==> config.mk <==
export PLATFORM = sky130hd
export DESIGN_NAME = hdlc_line_monitor
export DESIGN_NICKNAME = d
export VERILOG_FILES = /design/src/rtl/hdlc_line_monitor.sv
export SDC_FILE = /design/constraint.sdc
export NUM_CORES = 1
export LEC_CHECK = 0
export CAP_MARGIN = 0
export CORE_ASPECT_RATIO = 1.2
export CORE_MARGIN = 2
export CORE_UTILIZATION = 57
export DETAILED_ROUTE_END_ITERATION = 12
export PLACE_DENSITY = 0.92
export SKIP_LAST_GASP = 1
export SLEW_MARGIN = 20
export SYNTH_ARGS = -nofsm -noshare
export SYNTH_HDL_FRONTEND = slang
export SYNTH_SLANG_ARGS = --single-unit
==> constraint.sdc <==
create_clock -name Clk -period 7.8 [get_ports Clk]
set_input_delay 1.56 -clock Clk [delete_from_list [all_inputs] [get_ports Clk]]
set_output_delay 1.56 -clock Clk [all_outputs]
set_load 0.01 [all_outputs]
Fig. 1: run 1, cell sizes after repair
Scale: 6 px per um.
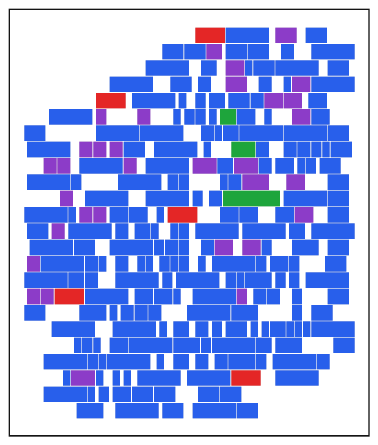
- x6 and larger: red (cells 5)
- x3 and x4: green (cells 3)
- x1 and smaller: blue (cells 209)
- x2: purple (cells 32)
worst setup margin: 2.81 ns
Signal buffers: 29
post-route cell area: 0.00251 mm^2

Fig. 2: run 1, cell placement
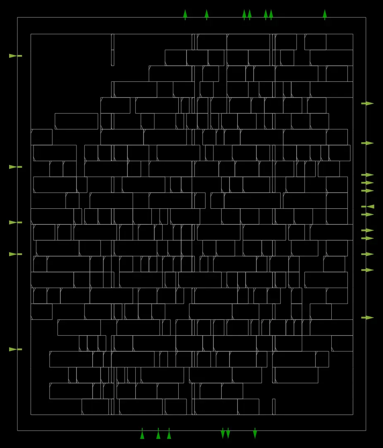
Final Core Density: 69.7%
TAP cells: 39
Seq cells: 49
fillers: 281

Fig. 3: run 1, wiring by layer
Scale: 6 px per um. Two of the layers only.
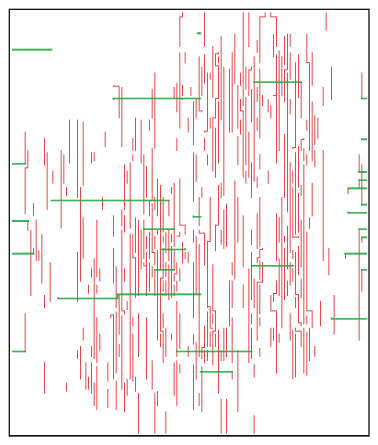
- M3: green (wire length 143 um)
- M2: red (wire length 2060 um)
Routed Wire Length: 3950 um
Via Count: 1667

Fig. 4: run 1, I/O nets highlighted
Scale: 4 px per um.
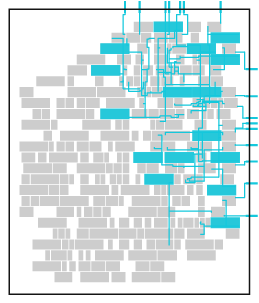
- ErrCnt: cyan (bits 16; direction output; end cells 16; wire 614 um)
# IOs: 30
Port Buffers: 29

==> job_summary.md <==
## PnR job results

| Metric | Value |
|---|---|
| Post-layout period usage of the worst path | `64.0%` |
| Final Slew Violations | `0` |
| Max transition margin | `50.7%` |
| DIE AREA | `0.00423 mm^2` |
| Syn Inst Count | `218` |
| CTS Hold Buffers Added | `0` |
| Post-CTS resize count | `0` |
| Init Core Util | `58.9%` |
| DP Cell Count | `280` |
| Main flop type | `dfxtp_1` |
| Antenna fix cells | `0` |
| Ratio of cells with drive above 1 in the final layout | `16.1%` |
| Max Root-Sink Buffers | `2` |
| Max Clock Skew | `0.00998 ns` |
| Final worst path period need | `4.99 ns` |
| Comb power frac | `3.6%` |
| Crit path max-delay cell type | `or4_4` |
| CTS Buf Count | `5` |
| Ys async rst share | `0%` |
| Layout Cells excl Fill | `288` |
| FMAX | `200 MHz` |
| FF-to-FF path depth | `15` |
| Flop2flop setup slack | `3.72 ns` |
| Setup WS pre-CTS | `2.50 ns` |
| Die Width | `59.7 um` |
| Most frequent logic cell in the layout | `dfxtp_1` |
| First-pass GRT wire length | `6730 um` |
| CTS tree | `built` |
| Flops after synth | `49` |
| Delay-heaviest family, CP | `adder cells` |
| DP HPWL | `2920 um` |
| DR vias/cell | `5.79` |
| Tool warnings | `28` |
| Bufs and invs on worst path | `3` |
| Post-Syn Area | `0.00212 mm^2` |
| Hold Fails Final Rpt | `0` |
| Int Pwr | `321 uW` |
| Clk root buf | `clkbuf_8` |
| Core area | `0.00360 mm^2` |
| Vias in the first global route | `1617` |
| Number of DRC markers in iteration 0 | `77` |
| Min-delay worst type | `reg -> reg` |
| Largest register FFs | `16` |
| Hold_ws | `0.435 ns` |
| Initial antenna violation count | `0` |
| YS chip area | `0.00212 mm^2` |
| Max cap viols | `0` |
| TritonCTS sink count | `49` |
| Max VDD drop | `140 uV` |
| P_sw | `94.0 uW` |
| WP data arrival | `5.22 ns` |
| Detail Route Antenna Nets | `0` |
| Hold Crit Depth | `1` |
| Pwr per Cell Area | `165 mW/mm^2` |
| CP Capture Type | `flop` |
| Count of library flops with an enable pin | `0` |
| Synthesized Nets | `237` |
| Worst-Margin Slew | `0.738 ns` |
| Reg clk slew, reported paths | `0.09 ns` |
| Final nets | `267` |
| RSZ-0062 raised after global routing | `no` |
| Late-Pin Clk Latency | `0.31 ns` |
| Yosys cell count | `218` |
| Fin Setup TNS | `0 ns` |
| # H-tree levels | `2` |
| Unique masters post-synth | `48` |
| Sequential share of power | `61.1%` |
| Yosys warning tally | `0` |
| # Post-CTS Setup Buffers | `0` |
| Num rows | `24` |
| Largest net degree at the start of global routing | `28` |
| Critical Path RT | `8.03 ns` |
| GRT Residual Overflow | `0` |
| Dominant logic cell types in the final layout | `dfxtp_1 (49), clkdlybuf4s50_1 (29), nand2_1 (15)` |
| Crit path depth | `12` |
| Area grow syn2layout | `18.2%` |
| P_leak | `0.939 nW` |
| Worst-path fanout max | `13` |
| DRC | `0` |
| Total power | `415 uW` |
| Drt first pass iters | `4` |
| Crit-path max cell delay | `0.66 ns` |
| Setup violations, final | `0` |
| Status | `finished, final reports clean` |
| WL per Instance | `13.7 um` |
| WS Path Type | `in -> reg` |
| Seq share, synth | `46.2%` |
| Gpl congestion | `0.791` |
| Clock Power Share | `35.3%` |
| GRT Util Overall | `20.5%` |
| Syn_area_per_cell | `9.74 um^2` |
| Sw frac | `22.6%` |
| CP Launch Type | `input port` |
| Die span in y | `70.9 um` |
| Crit-path cells | `clkdlybuf4s50_1, o211ai_1, fa_1, inv_1, ha_1, ha_1, inv_1, fa_1, nor2b_1, o2111ai_4, or4_4, o21ai_0` |
| Placed cell areas | `0.00242 mm^2` |
## run 1: metal layers
layer	share of wire (%)	vias to the layer above	GRT usage, %
met5	0	-	0
met4	2.0	0	9.88
met3	3.6	7	5.48
met2	52	34	34.5
met1	42	804	23.4
li1	-	822	-
## run 1: area by class of cell
class                   count  area (um^2)  area share, %
clock buffers               5         68.8           2.74
clock inverters             3         17.5          0.698
inverters                  11         41.3           1.65
multi-input cells         152         1060           42.3
flip-flops and latches     49          981           39.1
well taps                  39         48.8           1.94
repair buffers             29          290           11.6
## run 1: cell families (layout without fill, tap and decap cells)
logic type               after synthesis  count (layout)  synth area share, %
AND/OR/NAND/NOR                       86              86                 23.0
flip-flops                            49              49                 46.2
AND-OR/OR-AND                         44              44                 15.3
buffers and inverters                 17              48                 3.77
adder cells (fa/ha/maj)               10              10                 6.60
XOR/XNOR                               9               9                 3.71
multiplexers                           3               3                 1.47
## run 1: synthesized netlist by cell type (all sizes together) (4+ instances only)
library cell	count	area, um^2
a21oi	11	55.1
and3	4	26.3
dfxtp	49	981
ha	8	100
inv	11	41.3
nand2	15	56.3
nand2b	5	31.3
nand3	5	35.0
nand4	5	31.3
nor2	12	45.0
nor3	7	35.0
o211ai	4	35.0
o21ai	15	101
or2	15	93.8
xnor2	4	35.0
xor2	5	43.8
## run 1: power by group through the flow
stage | clock network (mW) | logic (mW) | registers (mW)
floorplan | 0 | 0.00817 | 0.259
global placement | 0 | 0.0147 | 0.259
detailed placement | 0 | 0.0150 | 0.259
CTS | 0.151 | 0.0151 | 0.253
global route | 0.157 | 0.0167 | 0.254
finish | 0.147 | 0.0151 | 0.253
Power and IR drop assume default switching activity.
